===== config.mk =====
export PLATFORM = sky130hd
export DESIGN_NAME = seq_det_sched
export DESIGN_NICKNAME = d
export VERILOG_FILES = /design/src/rtl/seq_det_sched.sv
export SDC_FILE = /design/constraint.sdc
export NUM_CORES = 1
export LEC_CHECK = 0
export CAP_MARGIN = 5
export CORE_MARGIN = 3
export CORE_UTILIZATION = 42
export CTS_CLUSTER_SIZE = 20
export DETAILED_ROUTE_END_ITERATION = 10
export PLACE_DENSITY_LB_ADDON = 0.25
export SYNTH_ARGS = -nofsm -noshare
export SYNTH_HDL_FRONTEND = slang
export SYNTH_SLANG_ARGS = --single-unit

===== constraint.sdc =====
create_clock -name clk -period 3.22 [get_ports clk]
set_clock_uncertainty 0.2 [all_clocks]
set_input_delay 0.644 -clock clk [delete_from_list [all_inputs] [get_ports clk]]
set_output_delay 0.644 -clock clk [all_outputs]
set_load 0.01 [all_outputs]

===== src/rtl/seq_det_sched.sv =====
// seq_det_sched
//   Round-robin scheduler sharing one serial "0110" detector among N_REQ
//   requesters. The granted requester streams FRAME_LEN bits, one per clock.
//   Hits inside the frame are counted, and the result is reported with a
//   one-cycle done strobe.
//
// Ports
//   clk        rising-edge clock
//   rst        synchronous active-high reset
//   req        per-requester request level
//   x_in       per-requester serial data bit
//   gnt        one-hot grant, zero when no frame is running
//   busy       high whenever the scheduler is not idle
//   z          one-cycle pulse per pattern hit
//   done       one-cycle frame-complete strobe
//   done_id    requester index of the completed frame
//   err        frame was aborted (valid with done)
//   match_cnt  saturating hit count of the last or current frame
module seq_det_sched #(
  parameter int N_REQ     = 4,
  parameter int FRAME_LEN = 8,
  parameter int CNT_W     = 4,
  localparam int ID_W     = (N_REQ > 1) ? $clog2(N_REQ) : 1
) (
  input  logic             clk,
  input  logic             rst,
  input  logic [N_REQ-1:0] req,
  input  logic [N_REQ-1:0] x_in,
  output logic [N_REQ-1:0] gnt,
  output logic             busy,
  output logic             z,
  output logic             done,
  output logic [ID_W-1:0]  done_id,
  output logic             err,
  output logic [CNT_W-1:0] match_cnt
);

  localparam logic [1:0] IDLE   = 2'd0;
  localparam logic [1:0] RUN    = 2'd1;
  localparam logic [1:0] REPORT = 2'd2;

  localparam logic [1:0] S0 = 2'd0;
  localparam logic [1:0] S1 = 2'd1;
  localparam logic [1:0] S2 = 2'd2;
  localparam logic [1:0] S3 = 2'd3;

  localparam logic [7:0]       LAST_BIT = 8'(FRAME_LEN - 1);
  localparam logic [CNT_W-1:0] CNT_MAX  = '1;
  localparam logic [ID_W-1:0]  LAST_ID  = ID_W'(N_REQ - 1);
  localparam logic [ID_W:0]    N_REQ_W  = (ID_W+1)'(N_REQ);

  logic [1:0]      state;
  logic [1:0]      det;
  logic [1:0]      det_next;
  logic            hit;
  logic            bit_in;
  logic [ID_W-1:0] cur;
  logic [ID_W-1:0] ptr;
  logic [ID_W-1:0] ptr_next;
  logic [ID_W-1:0] sel;
  logic            any_req;
  logic [7:0]      bit_cnt;

  assign busy     = (state != IDLE);
  assign bit_in   = x_in[cur];
  assign ptr_next = (cur == LAST_ID) ? '0 : cur + ID_W'(1);

  // Round-robin pick: scan offsets from the highest down so the requester
  // closest to ptr (going upward with wrap) is the last one written and wins.
  always_comb begin
    logic [ID_W:0]   sum;
    logic [ID_W-1:0] idx;
    sel     = ptr;
    any_req = 1'b0;
    sum     = '0;
    idx     = '0;
    for (int i = N_REQ - 1; i >= 0; i--) begin
      sum = {1'b0, ptr} + (ID_W+1)'(i);
      if (sum >= N_REQ_W) begin
        sum = sum - N_REQ_W;
      end
      idx = sum[ID_W-1:0];
      if (req[idx]) begin
        sel     = idx;
        any_req = 1'b1;
      end
    end
  end

  // "0110" detector next-state. A hit leaves the machine in S1 so the
  // trailing 0 can start the next occurrence.
  always_comb begin
    det_next = det;
    hit      = 1'b0;
    case (det)
      S0: det_next = bit_in ? S0 : S1;
      S1: det_next = bit_in ? S2 : S1;
      S2: det_next = bit_in ? S3 : S1;
      S3: begin
        det_next = bit_in ? S0 : S1;
        hit      = ~bit_in;
      end
      default: det_next = S0;
    endcase
  end

  // Scheduler: grant in IDLE, stream the frame in RUN, strobe the result
  // in REPORT. done and done_id are loaded on entry to REPORT, so the
  // strobe lines up with the REPORT cycle. An abort is checked before the
  // last-bit test so it wins when both happen on the same edge.
  always_ff @(posedge clk) begin
    if (rst) begin
      state     <= IDLE;
      det       <= S0;
      cur       <= '0;
      ptr       <= '0;
      bit_cnt   <= '0;
      gnt       <= '0;
      z         <= 1'b0;
      done      <= 1'b0;
      done_id   <= '0;
      err       <= 1'b0;
      match_cnt <= '0;
    end else begin
      z    <= 1'b0;
      done <= 1'b0;
      case (state)
        IDLE: begin
          if (any_req) begin
            cur       <= sel;
            gnt       <= N_REQ'(1) << sel;
            bit_cnt   <= '0;
            match_cnt <= '0;
            err       <= 1'b0;
            det       <= S0;
            state     <= RUN;
          end
        end
        RUN: begin
          if (!req[cur]) begin
            err     <= 1'b1;
            gnt     <= '0;
            done    <= 1'b1;
            done_id <= cur;
            state   <= REPORT;
          end else begin
            det     <= det_next;
            bit_cnt <= bit_cnt + 8'd1;
            if (hit) begin
              z <= 1'b1;
              if (match_cnt != CNT_MAX) begin
                match_cnt <= match_cnt + CNT_W'(1);
              end
            end
            if (bit_cnt == LAST_BIT) begin
              gnt     <= '0;
              done    <= 1'b1;
              done_id <= cur;
              state   <= REPORT;
            end
          end
        end
        REPORT: begin
          ptr   <= ptr_next;
          gnt   <= '0;
          state <= IDLE;
        end
        default: state <= IDLE;
      endcase
    end
  end

endmodule

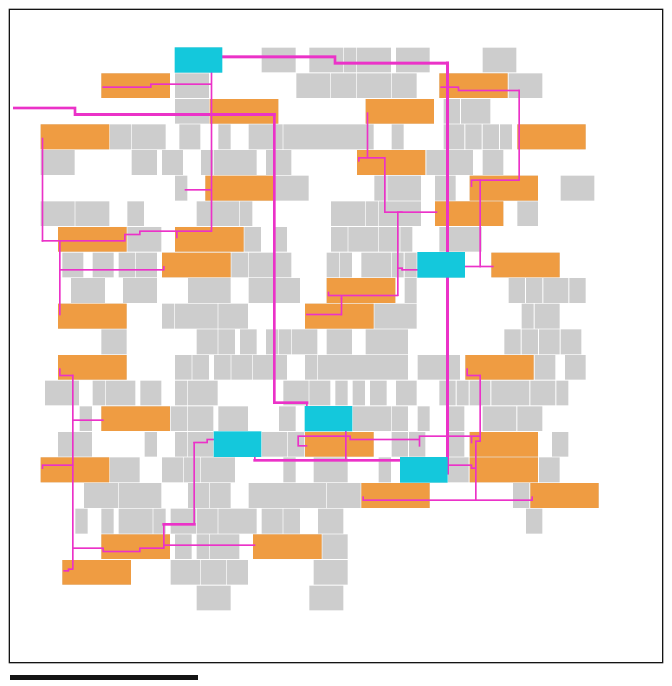
Figure 1: clock wires, drivers and flops.
The bar under the picture is 20 um long.
orange -> flip-flops  # count 29
cyan -> cells driving clock nets  # count 5
magenta -> clock wires  # length 474 um
routed clock nets = 6
flops lie = spread over the die

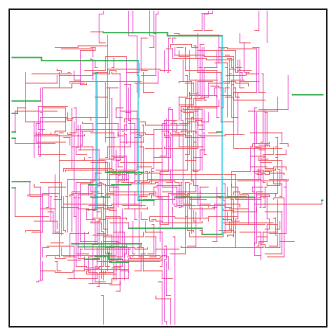
Figure 2: metal layers overlaid.
green -> met3  # wire length 179 um
cyan -> met4  # wire length 104 um
red -> met1  # wire length 1710 um
magenta -> met2  # wire length 2020 um

==> reports/qor.txt <==
status: complete, no violations
critical path capture point type: flip-flop
Slew headroom: 32.6%
pins over their slew limit: 0
pre-CTS WS: -15.0 ps
CP max stage delay: 870 ps
Crit path required time: 3210 ps
Syn-to-layout area delta: 21.8%
CP bufs+invs: 1
drt wl/cell: 15.0 um
ys flops: 29
Synth Warn #: 0
hpwl dp: 3000 um
drt total wl: 4020 um
EDFF count, synth: 0
Site Rows: 22
Min Clock Period, post-route: 2930 ps
1st-pass router iterations: 4
die area: 0.00479 mm^2
DIE WIDTH: 69.2 um
worst-margin pin slew: 997 ps
first-pass GRT wire length: 6800 um
main flop type: dfxtp_1
dpl cells: 259
critical-path maximum fanout: 7
Final Non-Filler Cells: 267
io pins: 24
Psw: 305 uW
most numerous cell in the Yosys netlist: dfxtp_1
synth top area cells: dfxtp_1 (35%), ha_1 (7.5%), a21oi_1 (5.4%), inv_1 (3.4%), nor2_1 (2.7%)
Syn Nets: 213
Setup CP Type: input port to flip-flop
port buffer count: 23
GRT overflow: 0
# Cells Yosys: 193
Die Y: 69.2 um
power share of the clock group: 31.5%
core area: 0.00374 mm^2
Seq pwr share: 41.6%
Post-Syn Area: 0.00168 mm^2
MaxCap Viol Count: 0
largest net degree at the start of global routing: 18
worst setup margin: 290 ps
Synth async-reset ratio: 0%
FP Util: 44.9%
dpl cell area: 0.00196 mm^2
Area leader share: 34.6%
-- worst paths after layout --
kind | from | end | slack [ps] | depth (start not counted)
setup / recovery | x_in[1] | match_cnt[0]$_SDFFE_PP0P_ | 290 | 5
hold / removal | gnt[2]$_SDFFE_PP0P_ | gnt[2]$_SDFFE_PP0P_ | 270 | 2
setup reg to reg | state[1]$_SDFFE_PP0P_ | match_cnt[0]$_SDFFE_PP0P_ | 560 | 6
hold reg to reg | gnt[2]$_SDFFE_PP0P_ | gnt[2]$_SDFFE_PP0P_ | 270 | 2
-- stage by stage --
stage	hold slack [ps]	TNS [ps]	power, mW	util [%]
after floorplan	247	0	0.570	-
after global placement	243	0	0.638	52.4
after detailed placement	262	-15.0	0.650	52.4
after CTS	276	0	0.942	54.6
after global routing	300	0	0.990	54.6
final	273	0	0.940	54.6
-- cell usage in the layout, fill, tap and decap left out, drive strengths merged, types with 6 or more instances in the layout --
| cell | count |
|---|---|
| o21ai | 7 |
| clkdlybuf4s50 | 23 |
| a21oi | 18 |
| clkbuf | 6 |
| nand2b | 6 |
| inv | 15 |
| nand2 | 9 |
| nor2 | 12 |
| dfxtp | 29 |
| or3 | 6 |
| ha | 10 |
-- routing by layer --
| layer | vias up | part of all wire, % | global-route usage, % |
|---|---|---|---|
| met5 | - | 0 | 0 |
| met4 | 0 | 2.6 | 9.33 |
| met3 | 7 | 4.5 | 4.93 |
| met2 | 39 | 50 | 28.9 |
| met1 | 725 | 43 | 21.3 |
| li1 | 770 | - | - |
-- final cells by class --
| type | count | area [um^2] | share of cell area (%) |
|---|---|---|---|
| multi-input cells | 139 | 998 | 48.8 |
| flip-flops and latches | 29 | 581 | 28.4 |
| repair buffers | 28 | 268 | 13.1 |
| clock buffers | 6 | 72.6 | 3.55 |
| well taps | 48 | 60.1 | 2.94 |
| inverters | 15 | 56.3 | 2.75 |
| clock inverters | 2 | 10.0 | 0.489 |
-- logic make-up after synthesis --
family / synth area share (%)
AND/OR/NAND/NOR: 21.1
AND-OR/OR-AND: 25.6
flip-flops: 34.6
buffers and inverters: 5.96
adder cells (fa/ha/maj): 7.45
multiplexers: 5.29
-- worst min-delay path, stage by stage (launching register included) --
cell     delay, ps
dfxtp_1        310
inv_1           50
o32ai_1         60
-- flip-flops by register name (all words and copies together), names as in the netlist --
| signal | cells |
|---|---|
| bit_cnt | 8 |
| done | 1 |
| cur | 2 |
| gnt | 4 |
| state | 2 |
| err | 1 |
| done_id | 2 |
| z | 1 |
| ptr | 2 |
| det | 2 |
| match_cnt | 4 |
-- power groups by stage --
stage | Clock, mW | Combinational [mW] | Sequential, mW
6_report | 0.296 | 0.253 | 0.391
5_1_grt | 0.317 | 0.279 | 0.394
4_1_cts | 0.299 | 0.252 | 0.391
3_5_place_dp | 0 | 0.251 | 0.399
3_3_place_gp | 0 | 0.240 | 0.398
2_1_floorplan | 0 | 0.169 | 0.401
Power and IR drop assume default switching activity.
